## config.mk

```make
export PLATFORM = sky130hd
export DESIGN_NAME = uart_avalon_bridge_flat
export DESIGN_NICKNAME = d
export VERILOG_FILES = /design/src/rtl/uart_avalon_pkg.sv /design/src/rtl/uart_avalon_bridge_if.sv /design/src/rtl/uart_phy.sv /design/src/rtl/uart_avalon_bridge.sv /design/src/flat_wrapper.sv
export SDC_FILE = /design/constraint.sdc
export NUM_CORES = 1
export LEC_CHECK = 0
export ABC_AREA = 1
export CAP_MARGIN = 0
export CORE_AREA = 2 2 222 180
export CTS_CLUSTER_SIZE = 28
export DETAILED_ROUTE_END_ITERATION = 16
export DIE_AREA = 0 0 224 182
export GPL_TIMING_DRIVEN = 0
export MAX_ROUTING_LAYER = met4
export SYNTH_ARGS = -nofsm -noshare
export SYNTH_HDL_FRONTEND = slang
export SYNTH_HIERARCHICAL = 1
export SYNTH_SLANG_ARGS = --single-unit
```

## constraint.sdc

```tcl
create_clock -name clk -period 3.2 [get_ports clk]
set_input_delay 0.96 -clock clk [delete_from_list [all_inputs] [get_ports clk]]
set_output_delay 0.96 -clock clk [all_outputs]
set_load 0.01 [all_outputs]
```

## src/rtl/uart_avalon_pkg.sv

```systemverilog
// Shared definitions for the UART-to-Avalon bridge: frame FSM encoding,
// response byte values and header field layout.
package uart_avalon_pkg;

  typedef logic [2:0] state_t;

  localparam state_t S_HDR       = 3'd0;
  localparam state_t S_DATA      = 3'd1;
  localparam state_t S_WAITSPACE = 3'd2;
  localparam state_t S_BUS       = 3'd3;
  localparam state_t S_RESP      = 3'd4;

  localparam logic [7:0] RESP_OK  = 8'hA5;
  localparam logic [7:0] RESP_ERR = 8'hEE;

  // Header byte layout: {rnw, idx[6:0]}
  localparam int RNW_BIT = 7;
  localparam int IDX_W   = 7;

endpackage

```

## src/rtl/uart_avalon_bridge_if.sv

```systemverilog
// Avalon-MM master-side signal bundle driven by the bridge.
interface uart_avalon_bridge_if #(
  parameter int DATA_W = 32
) ();
  localparam int NB = DATA_W / 8;

  logic [31:0]       address;
  logic              read;
  logic              write;
  logic [DATA_W-1:0] writedata;
  logic [NB-1:0]     byteenable;
  logic [DATA_W-1:0] readdata;
  logic              waitrequest;

  modport master (
    output address, read, write, writedata, byteenable,
    input  readdata, waitrequest
  );

  modport slave (
    input  address, read, write, writedata, byteenable,
    output readdata, waitrequest
  );
endinterface

```

## src/rtl/uart_phy.sv

```systemverilog
// 8N1 UART physical layer: 2-flop synchronised receiver with framing-error
// flag, and a transmitter that accepts a byte whenever it is idle.
module uart_phy #(
  parameter int CLKS_PER_BIT = 434
) (
  input  logic       clk,
  input  logic       rst_n,
  input  logic       rx,
  output logic       tx,
  output logic       rx_valid,
  output logic [7:0] rx_data,
  output logic       rx_ferr,
  input  logic       tx_valid,
  input  logic [7:0] tx_data,
  output logic       tx_ready
);
  localparam int CW = $clog2(CLKS_PER_BIT);
  localparam logic [CW-1:0] BIT_LAST  = CW'(CLKS_PER_BIT - 1);
  localparam logic [CW-1:0] HALF_LAST = CW'(CLKS_PER_BIT / 2 - 1);
  localparam logic [CW-1:0] CNT_ONE   = CW'(1);

  localparam logic [1:0] RX_IDLE  = 2'd0;
  localparam logic [1:0] RX_START = 2'd1;
  localparam logic [1:0] RX_DATA  = 2'd2;
  localparam logic [1:0] RX_STOP  = 2'd3;

  logic          rx_meta_q, rx_meta_d;
  logic          rx_sync_q, rx_sync_d;
  logic          rx_prev_q, rx_prev_d;
  logic [1:0]    rx_st_q, rx_st_d;
  logic [CW-1:0] rx_cnt_q, rx_cnt_d;
  logic [2:0]    rx_bit_q, rx_bit_d;
  logic [7:0]    rx_sh_q, rx_sh_d;
  logic          rx_valid_q, rx_valid_d;
  logic          rx_ferr_q, rx_ferr_d;

  logic          tx_busy_q, tx_busy_d;
  logic [8:0]    tx_sh_q, tx_sh_d;
  logic [CW-1:0] tx_cnt_q, tx_cnt_d;
  logic [3:0]    tx_bit_q, tx_bit_d;
  logic          tx_q, tx_d;

  // Receiver: falling edge starts a frame, bits sampled mid-cell. Edge (not
  // level) detection keeps a low stop bit from looking like a new start.
  always_comb begin
    rx_meta_d  = rx;
    rx_sync_d  = rx_meta_q;
    rx_prev_d  = rx_sync_q;
    rx_st_d    = rx_st_q;
    rx_cnt_d   = rx_cnt_q;
    rx_bit_d   = rx_bit_q;
    rx_sh_d    = rx_sh_q;
    rx_valid_d = 1'b0;
    rx_ferr_d  = 1'b0;
    case (rx_st_q)
      RX_IDLE: begin
        if (rx_prev_q && !rx_sync_q) begin
          rx_st_d  = RX_START;
          rx_cnt_d = HALF_LAST;
        end
      end
      RX_START: begin
        if (rx_cnt_q != '0) begin
          rx_cnt_d = rx_cnt_q - CNT_ONE;
        end else if (!rx_sync_q) begin
          rx_st_d  = RX_DATA;
          rx_cnt_d = BIT_LAST;
          rx_bit_d = 3'd0;
        end else begin
          rx_st_d = RX_IDLE;
        end
      end
      RX_DATA: begin
        if (rx_cnt_q != '0) begin
          rx_cnt_d = rx_cnt_q - CNT_ONE;
        end else begin
          rx_sh_d  = {rx_sync_q, rx_sh_q[7:1]};
          rx_cnt_d = BIT_LAST;
          if (rx_bit_q == 3'd7) rx_st_d = RX_STOP;
          else                  rx_bit_d = rx_bit_q + 3'd1;
        end
      end
      default: begin
        if (rx_cnt_q != '0) begin
          rx_cnt_d = rx_cnt_q - CNT_ONE;
        end else begin
          rx_st_d = RX_IDLE;
          if (rx_sync_q) rx_valid_d = 1'b1;
          else           rx_ferr_d  = 1'b1;
        end
      end
    endcase
  end

  // Transmitter: start bit driven on load, then data LSB first, then stop.
  always_comb begin
    tx_busy_d = tx_busy_q;
    tx_sh_d   = tx_sh_q;
    tx_cnt_d  = tx_cnt_q;
    tx_bit_d  = tx_bit_q;
    tx_d      = tx_q;
    if (!tx_busy_q) begin
      if (tx_valid) begin
        tx_busy_d = 1'b1;
        tx_sh_d   = {1'b1, tx_data};
        tx_d      = 1'b0;
        tx_cnt_d  = BIT_LAST;
        tx_bit_d  = 4'd0;
      end
    end else if (tx_cnt_q != '0) begin
      tx_cnt_d = tx_cnt_q - CNT_ONE;
    end else if (tx_bit_q == 4'd9) begin
      tx_busy_d = 1'b0;
      tx_d      = 1'b1;
    end else begin
      tx_bit_d = tx_bit_q + 4'd1;
      tx_d     = tx_sh_q[0];
      tx_sh_d  = {1'b1, tx_sh_q[8:1]};
      tx_cnt_d = BIT_LAST;
    end
  end

  // State registers with synchronous reset; line side idles high.
  always_ff @(posedge clk) begin
    if (!rst_n) begin
      rx_meta_q  <= 1'b1;
      rx_sync_q  <= 1'b1;
      rx_prev_q  <= 1'b1;
      rx_st_q    <= RX_IDLE;
      rx_cnt_q   <= '0;
      rx_bit_q   <= '0;
      rx_sh_q    <= '0;
      rx_valid_q <= 1'b0;
      rx_ferr_q  <= 1'b0;
      tx_busy_q  <= 1'b0;
      tx_sh_q    <= '1;
      tx_cnt_q   <= '0;
      tx_bit_q   <= '0;
      tx_q       <= 1'b1;
    end else begin
      rx_meta_q  <= rx_meta_d;
      rx_sync_q  <= rx_sync_d;
      rx_prev_q  <= rx_prev_d;
      rx_st_q    <= rx_st_d;
      rx_cnt_q   <= rx_cnt_d;
      rx_bit_q   <= rx_bit_d;
      rx_sh_q    <= rx_sh_d;
      rx_valid_q <= rx_valid_d;
      rx_ferr_q  <= rx_ferr_d;
      tx_busy_q  <= tx_busy_d;
      tx_sh_q    <= tx_sh_d;
      tx_cnt_q   <= tx_cnt_d;
      tx_bit_q   <= tx_bit_d;
      tx_q       <= tx_d;
    end
  end

  assign rx_valid = rx_valid_q;
  assign rx_data  = rx_sh_q;
  assign rx_ferr  = rx_ferr_q;
  assign tx       = tx_q;
  assign tx_ready = !tx_busy_q;

endmodule

```

## src/rtl/uart_avalon_bridge.sv

```systemverilog
// UART frame decoder driving a single-beat Avalon-MM master, with a TX FIFO
// carrying the response bytes back to the host.
//
//   state       | meaning
//   S_HDR       | waiting for header byte {rnw, idx}
//   S_DATA      | collecting write payload bytes, LSB first, with timeout
//   S_WAITSPACE | waiting until the TX FIFO can take the whole response
//   S_BUS       | Avalon strobe issued and held until waitrequest low
//   S_RESP      | pushing response byte(s) into the TX FIFO
module uart_avalon_bridge
  import uart_avalon_pkg::*;
#(
  parameter int          CLKS_PER_BIT = 434,
  parameter int          DATA_W       = 32,
  parameter int          NUM_REGS     = 4,
  parameter logic [31:0] BASE_ADDR    = 32'h0,
  parameter int          TX_DEPTH     = 16,
  parameter int          TIMEOUT_BITS = 20
) (
  input  logic                 clk,
  input  logic                 rst_n,
  input  logic                 rx,
  output logic                 tx,
  output logic                 busy,
  output logic [7:0]           err_cnt,
  uart_avalon_bridge_if.master av
);
  localparam int NB = DATA_W / 8;
  localparam int AW = $clog2(TX_DEPTH);
  localparam logic [31:0] TMO_LAST = 32'(TIMEOUT_BITS * CLKS_PER_BIT - 1);
  localparam logic [AW:0] PTR_ONE  = (AW + 1)'(1);
  localparam logic [3:0]  CNT_LAST = 4'(NB - 1);

  logic       rx_valid, rx_ferr, tx_ready, tx_valid;
  logic [7:0] rx_data, tx_byte;

  state_t            state_q, state_d;
  logic              rnw_q, rnw_d;
  logic              bad_q, bad_d;
  logic [3:0]        cnt_q, cnt_d;
  logic [31:0]       tmo_q, tmo_d;
  logic              hold_valid_q, hold_valid_d;
  logic [7:0]        hold_data_q, hold_data_d;
  logic [31:0]       addr_q, addr_d;
  logic [DATA_W-1:0] wdata_q, wdata_d;
  logic [DATA_W-1:0] rdata_q, rdata_d;
  logic              read_q, read_d;
  logic              write_q, write_d;
  logic [NB-1:0]     be_q, be_d;
  logic [7:0]        err_q, err_d;
  logic [AW:0]       wptr_q, wptr_d;
  logic [AW:0]       rptr_q, rptr_d;
  logic [7:0]        fifo_mem_q [TX_DEPTH];

  logic        in_valid, err_evt, push, pop, empty, space_ok;
  logic [7:0]  in_byte, push_data;
  logic [AW:0] fill;

  uart_phy #(.CLKS_PER_BIT(CLKS_PER_BIT)) u_phy (
    .clk      (clk),
    .rst_n    (rst_n),
    .rx       (rx),
    .tx       (tx),
    .rx_valid (rx_valid),
    .rx_data  (rx_data),
    .rx_ferr  (rx_ferr),
    .tx_valid (tx_valid),
    .tx_data  (tx_byte),
    .tx_ready (tx_ready)
  );

  assign fill     = wptr_q - rptr_q;
  assign empty    = (fill == '0);
  assign tx_valid = !empty;
  assign tx_byte  = fifo_mem_q[rptr_q[AW-1:0]];
  assign pop      = tx_valid && tx_ready;
  assign space_ok = (rnw_q && !bad_q) ? (32'(fill) <= 32'(TX_DEPTH - NB))
                                      : (32'(fill) <= 32'(TX_DEPTH - 1));

  // Byte routing, frame FSM, bus handshake, response generation and error count.
  always_comb begin
    state_d      = state_q;
    rnw_d        = rnw_q;
    bad_d        = bad_q;
    cnt_d        = cnt_q;
    tmo_d        = tmo_q;
    hold_valid_d = hold_valid_q;
    hold_data_d  = hold_data_q;
    addr_d       = addr_q;
    wdata_d      = wdata_q;
    rdata_d      = rdata_q;
    read_d       = read_q;
    write_d      = write_q;
    be_d         = be_q;
    err_d        = err_q;
    in_valid     = 1'b0;
    in_byte      = hold_data_q;
    err_evt      = rx_ferr;
    push         = 1'b0;
    push_data    = RESP_OK;

    // Outside header/payload collection an arriving byte waits in a single
    // holding slot; the slot drains first once collection resumes.
    if (state_q == S_HDR || state_q == S_DATA) begin
      if (hold_valid_q) begin
        in_valid     = 1'b1;
        hold_valid_d = rx_valid;
        if (rx_valid) hold_data_d = rx_data;
      end else if (rx_valid) begin
        in_valid = 1'b1;
        in_byte  = rx_data;
      end
    end else if (rx_valid) begin
      if (hold_valid_q) err_evt = 1'b1;
      hold_valid_d = 1'b1;
      hold_data_d  = rx_data;
    end

    case (state_q)
      S_HDR: begin
        if (!rx_ferr && in_valid) begin
          rnw_d  = in_byte[RNW_BIT];
          bad_d  = 32'(in_byte[IDX_W-1:0]) >= 32'(NUM_REGS);
          addr_d = BASE_ADDR + 32'(in_byte[IDX_W-1:0]) * 32'(NB);
          cnt_d  = 4'd0;
          if (in_byte[RNW_BIT]) begin
            state_d = S_WAITSPACE;
          end else begin
            state_d = S_DATA;
            tmo_d   = TMO_LAST;
          end
        end
      end
      S_DATA: begin
        if (rx_ferr) begin
          state_d = S_HDR;
          tmo_d   = '0;
        end else if (in_valid) begin
          wdata_d = (wdata_q >> 8) | (DATA_W'(in_byte) << (DATA_W - 8));
          tmo_d   = TMO_LAST;
          if (cnt_q == CNT_LAST) begin
            state_d = S_WAITSPACE;
            cnt_d   = 4'd0;
            tmo_d   = '0;
          end else begin
            cnt_d = cnt_q + 4'd1;
          end
        end else if (tmo_q == '0) begin
          state_d = S_HDR;
          err_evt = 1'b1;
        end else begin
          tmo_d = tmo_q - 32'd1;
        end
      end
      S_WAITSPACE: begin
        if (space_ok) state_d = S_BUS;
      end
      S_BUS: begin
        if (bad_q) begin
          state_d = S_RESP;
        end else if (!read_q && !write_q) begin
          read_d  = rnw_q;
          write_d = !rnw_q;
          be_d    = '1;
        end else if (!av.waitrequest) begin
          read_d  = 1'b0;
          write_d = 1'b0;
          be_d    = '0;
          if (read_q) rdata_d = av.readdata;
          state_d = S_RESP;
        end
      end
      S_RESP: begin
        push = 1'b1;
        if (bad_q) begin
          push_data = RESP_ERR;
          err_evt   = 1'b1;
          state_d   = S_HDR;
        end else if (!rnw_q) begin
          push_data = RESP_OK;
          state_d   = S_HDR;
        end else begin
          push_data = rdata_q[7:0];
          rdata_d   = rdata_q >> 8;
          if (cnt_q == CNT_LAST) begin
            cnt_d   = 4'd0;
            state_d = S_HDR;
          end else begin
            cnt_d = cnt_q + 4'd1;
          end
        end
      end
      default: state_d = S_HDR;
    endcase

    if (err_evt && err_q != 8'hFF) err_d = err_q + 8'd1;

    wptr_d = push ? wptr_q + PTR_ONE : wptr_q;
    rptr_d = pop  ? rptr_q + PTR_ONE : rptr_q;
  end

  // Control and datapath registers; reset drops any in-flight access.
  always_ff @(posedge clk) begin
    if (!rst_n) begin
      state_q      <= S_HDR;
      rnw_q        <= 1'b0;
      bad_q        <= 1'b0;
      cnt_q        <= '0;
      tmo_q        <= '0;
      hold_valid_q <= 1'b0;
      hold_data_q  <= '0;
      addr_q       <= '0;
      wdata_q      <= '0;
      rdata_q      <= '0;
      read_q       <= 1'b0;
      write_q      <= 1'b0;
      be_q         <= '0;
      err_q        <= '0;
      wptr_q       <= '0;
      rptr_q       <= '0;
    end else begin
      state_q      <= state_d;
      rnw_q        <= rnw_d;
      bad_q        <= bad_d;
      cnt_q        <= cnt_d;
      tmo_q        <= tmo_d;
      hold_valid_q <= hold_valid_d;
      hold_data_q  <= hold_data_d;
      addr_q       <= addr_d;
      wdata_q      <= wdata_d;
      rdata_q      <= rdata_d;
      read_q       <= read_d;
      write_q      <= write_d;
      be_q         <= be_d;
      err_q        <= err_d;
      wptr_q       <= wptr_d;
      rptr_q       <= rptr_d;
    end
  end

  // TX FIFO storage; contents need no reset since pointers define validity.
  always_ff @(posedge clk) begin
    if (push) fifo_mem_q[wptr_q[AW-1:0]] <= push_data;
  end

  assign av.address    = addr_q;
  assign av.read       = read_q;
  assign av.write      = write_q;
  assign av.writedata  = wdata_q;
  assign av.byteenable = be_q;
  assign busy          = (state_q != S_HDR) || !empty;
  assign err_cnt       = err_q;

endmodule

```

## src/flat_wrapper.sv

```systemverilog
// flat-port wrapper written by rule: the top's interface ports become plain ports
module uart_avalon_bridge_flat import uart_avalon_pkg::*;
#(
  parameter int          CLKS_PER_BIT = 434,
  parameter int          DATA_W       = 32,
  parameter int          NUM_REGS     = 4,
  parameter logic [31:0] BASE_ADDR    = 32'h0,
  parameter int          TX_DEPTH     = 16,
  parameter int          TIMEOUT_BITS = 20
)
  (clk, rst_n, rx, tx, busy, err_cnt, av_address, av_read, av_write, av_writedata, av_byteenable, av_readdata, av_waitrequest);
  uart_avalon_bridge_if #(.DATA_W(DATA_W)) av_i ();
  input  logic clk;
  input  logic rst_n;
  input  logic rx;
  output logic tx;
  output logic busy;
  output logic [7:0] err_cnt;
  output wire logic [$bits(av_i.address)-1:0] av_address;
  output wire logic [$bits(av_i.read)-1:0] av_read;
  output wire logic [$bits(av_i.write)-1:0] av_write;
  output wire logic [$bits(av_i.writedata)-1:0] av_writedata;
  output wire logic [$bits(av_i.byteenable)-1:0] av_byteenable;
  input wire logic [$bits(av_i.readdata)-1:0] av_readdata;
  input wire logic [$bits(av_i.waitrequest)-1:0] av_waitrequest;
  assign av_address = av_i.address;
  assign av_read = av_i.read;
  assign av_write = av_i.write;
  assign av_writedata = av_i.writedata;
  assign av_byteenable = av_i.byteenable;
  assign av_i.readdata = av_readdata;
  assign av_i.waitrequest = av_waitrequest;
  uart_avalon_bridge #(.CLKS_PER_BIT(CLKS_PER_BIT), .DATA_W(DATA_W), .NUM_REGS(NUM_REGS), .BASE_ADDR(BASE_ADDR), .TX_DEPTH(TX_DEPTH), .TIMEOUT_BITS(TIMEOUT_BITS)) u_core (.clk(clk), .rst_n(rst_n), .rx(rx), .tx(tx), .busy(busy), .err_cnt(err_cnt), .av(av_i));
endmodule
```

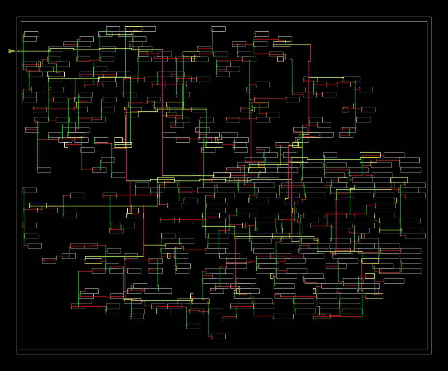
(clock wiring as the flow saved it)
TritonCTS Buffers: 36
power drawn by the clock network: 4.03 mW
clock buffer count in the final layout: 51
clock latency of the later-clocked register in the worst-skew pair: 0.53 ns

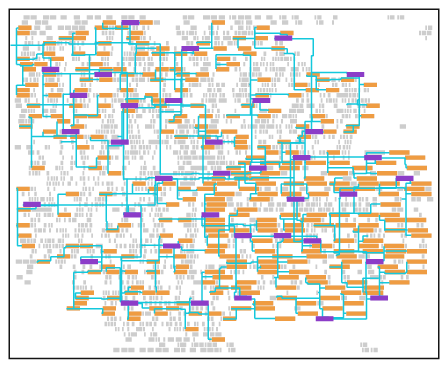
(routed clock nets over the placement)
[cyan] clock wires | length: 4,260 um
[purple] clock-net drivers | count: 36
[orange] flip-flops | count: 324
routed clock nets: 37

==> results.txt <==
Item: results of the latest flow run.

- Per the OpenROAD floorplan log, the width of the die is 224 um.
- The number of nets in the finished design is 2,078.
- The switching component of the power was reported as 6.05 mW.
- In the detailed route, the total length drawn on met3 is 2370 um.
- The cell type with the largest total area is sky130_fd_sc_hd__dfxtp_1.
- For reference, the critical path is launched at u_core/wptr_q[0].
- The number of top-level pins is 116.
- The met2 track demand over resource in global routing is 32.7%.
- Of the cells placed in the final design, the portion with a size suffix greater than 1 is 8.81%.
- The worst setup path is captured at an output port.
- The synth_stat.txt file lists the number of cells as 1,860.
- The end point of the worst hold path is u_core/u_phy/rx_prev_d.
- The timing report lists the critical path depth as 10 cells.
- The maximum number of pins on one net before global-route repair is 17.
- The met1 track demand over resource in global routing is 28.6%.
- The endpoint of the worst register-to-register path is u_core/fifo_mem_q[14][2].
- For this run, the detailed router's first-pass iteration total came to 5.
- The worst slack on hold paths is 0.423 ns.
- The pin closest to its max-slew limit shows a slew of 1.24 ns.
- The largest power group is combinational logic.
- The final critical path time including I/O delays and setup is 3.22 ns.
- The flow ran to the end, but the final reports show violations.
- In this run the static leakage power is 7.36 nW.
- OpenSTA, run right after detailed placement, puts the worst setup slack at -0.372 ns.
- The commonest cells after synthesis are sky130_fd_sc_hd__nand2_1, sky130_fd_sc_hd__nor2_1, sky130_fd_sc_hd__dfxtp_1.
- The cell total after placement is 2,477.
- The slowest stage cell on the critical path is sky130_fd_sc_hd__fa_2.
- The path class of the lowest-slack min-delay path is flop to flop.
- The number of warnings reported in the yosys synthesis log is 6.
- In this run, synthesis produced a sequential element count of 324.
- The final max-slew violation count recorded for this run is 0.
- The initial antenna violation count came to 0.
- The share of the clock period used by the worst path is 101%.
- Registers are responsible for 33.7% of the overall power.
- After layout, the design draws a total of 15.2 mW.
- The total wirelength of the detailed-routed design is 41,400 um.
- The gate family responsible for the most delay along the worst path is simple AND/OR/NAND/NOR gates.
- The average wire length per cell after detail routing is 16.2 um.
- The areal power density over the cells is 836 nW/um^2.
- The clock root buffer is sky130_fd_sc_hd__clkbuf_16.
- The number of nets with antenna violations after detailed routing is 0.
- The tally of buffers added on design ports is 90.
- The most frequently placed logic cell in the final layout is sky130_fd_sc_hd__nand2_1.
- The timing report notes that buffer and inverter cells on the critical path total 3.
- The design internal power is 9.16 mW.
- The unique cell type count in the Yosys netlist is 46.
- For this run, global-route usage on met3 was measured as 3.24%.
- The filler cells instantiated in the layout total 3,749.
- The global routing's busiest layer is met2.
- The CTS tree is built.
- The total tool warning count is 36.
- RePlAce ended its routability-driven mode at a weighted congestion of 0.930.
- The number of buffers on the longest clock path is 3.
- The total sequential power is 5.13 mW.
- Looking at the critical path, the highest net fanout was 2.
- In the setup report, the worst path falls into the class flop to output port.
- The residual overflow from global routing is 0.
- The CTS sink count is 324.
- After detailed routing, the wire length on met1 is 19,300 um.
- In this run the most critical hold path is launched from u_core/u_phy/rx_meta_q.
- The fraction of power spent switching nets is 39.8%.
- The tool flagged a number of max-cap violations equal to 0.
- The post-synthesis cell count is 1,860.
- The worst setup path is launched from a flop.
- The total half-perimeter wirelength after legalization and detailed placement is 30,100 um.
- Per report_power, the Combinational row totals 6.05 mW.
- The post-detailed-route via-to-cell ratio is 5.08.
- The final routed DRC violation total is 0.
- The via count of the first global-routing pass is 12,100.
- For this run, the script counts the antenna cells in the layout as 0.
- Setup repair after global routing could not meet its margin everywhere.
- The met2 routed wirelength is 18,700 um.
- In this run the top signal layer used is met4.
- Looking at the power breakdown, the clock network takes 26.5% of the total.
- The floorplan step defined a core boundary enclosing 38,800 sq um.
- The combinational fraction of design power is 39.8%.
- The final setup slack of the worst path is -0.0207 ns.
- Before placement the cells fill 39.4% of the core.
- The chip occupies 40,800 sq um.
- The vias after detailed routing is 12,900.
- The final reports fail on setup timing.
- The report puts the cell count of the worst reg-to-reg path at 6.
- The post-placement cell area is 16,900 sq um.
- The number of setup violations in the final report is 1.
- The maximum level of the CTS H-tree is 2.
- The remaining max-slew budget at the tightest pin is 17.0%.
- The clock-pin transition on the worst setup and hold timing paths is 0.06 ns.
- The startpoint of the most critical register-to-register path is u_core/state_q[0].
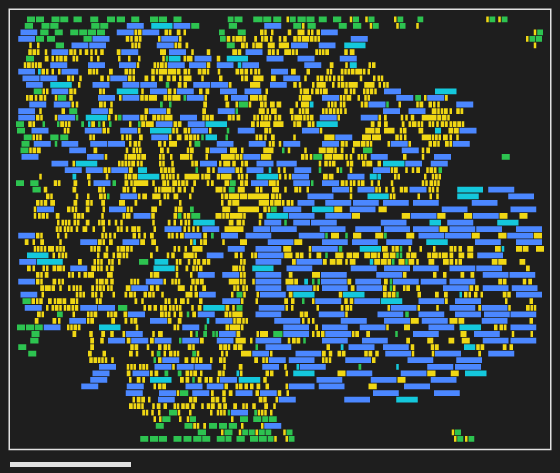
(placed cells, one color a class)
Scale bar: 50 um.
[green] remaining buffers and delay cells | cells: 200
[cyan] clock drivers and dummy loads | cells: 64
[yellow] remaining logic cells | cells: 1,456
[blue] registers | cells: 324
Rows: 65
final non-filler cell area: 18,200 sq um
post-route core utilization: 46.9%
sequential portion of the cell area: 42.7%

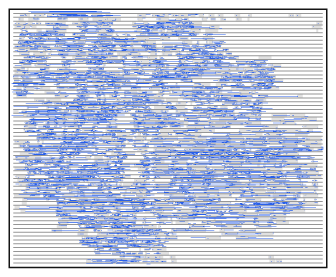
(M1 wires)
Supply wires on this layer in gray. Cells faint in the background.
longest straight run: 56.1 um
wire length on this layer: 19,300 um
share of all routed wire: 47%

-- state kept, by name (all words and copies together), names as in the netlist, 2 cells and up, named ones only --
register / cells
u_core/u_phy/rx_cnt_q: 9
u_core/tmo_q: 32
u_core/av.address: 7
u_core/u_phy/tx_cnt_q: 9
u_core/fifo_mem_q: 128
u_core/u_phy/rx_st_q: 2
u_core/cnt_q: 4
u_core/hold_data_q: 8
u_core/u_phy/rx_bit_q: 3
u_core/rptr_q: 5
u_core/u_phy/rx_data: 8
u_core/u_phy/tx_bit_q: 4
u_core/wptr_q: 5
u_core/rdata_q: 32
u_core/u_phy/tx_sh_q: 8
u_core/err_cnt: 8
u_core/state_q: 3
u_core/av.writedata: 32
-- layout make-up --
type / instances / area (sq um) / area share [%]
Buffer: 104 / 568 / 3.12
Clock buffer: 51 / 997 / 5.48
Clock inverter: 13 / 143 / 0.784
Inverter: 178 / 672 / 3.69
Multi-Input combinational cell: 1278 / 6460 / 35.5
Sequential cell: 324 / 7770 / 42.7
Tap cell: 502 / 628 / 3.45
Timing Repair Buffer: 96 / 951 / 5.23
-- cell families (layout without fill, tap and decap cells) --
kind of cell / Yosys count / after routing / share of synthesized area [%]
AOI/OAI and AO/OA: 372 / 372 / 12.9
xor gates and xnor gates: 19 / 19 / 1.09
adders and majority gates: 24 / 24 / 2.01
buffers and inverters: 282 / 442 / 8.09
DFF: 324 / 324 / 50.8
muxes: 39 / 39 / 2.55
other: 1 / 25 / 0.0245
and+or+nand+nor: 799 / 799 / 22.6
-- timing repair --
item | in CTS | in global routing
endpoints found under the setup margin | 1 | 9
setup buffers | 4 | 1
pin swaps | 6 | 4
resized | 19 | 6
Power figures rest on the tool's default switching activity, not on a simulated workload.
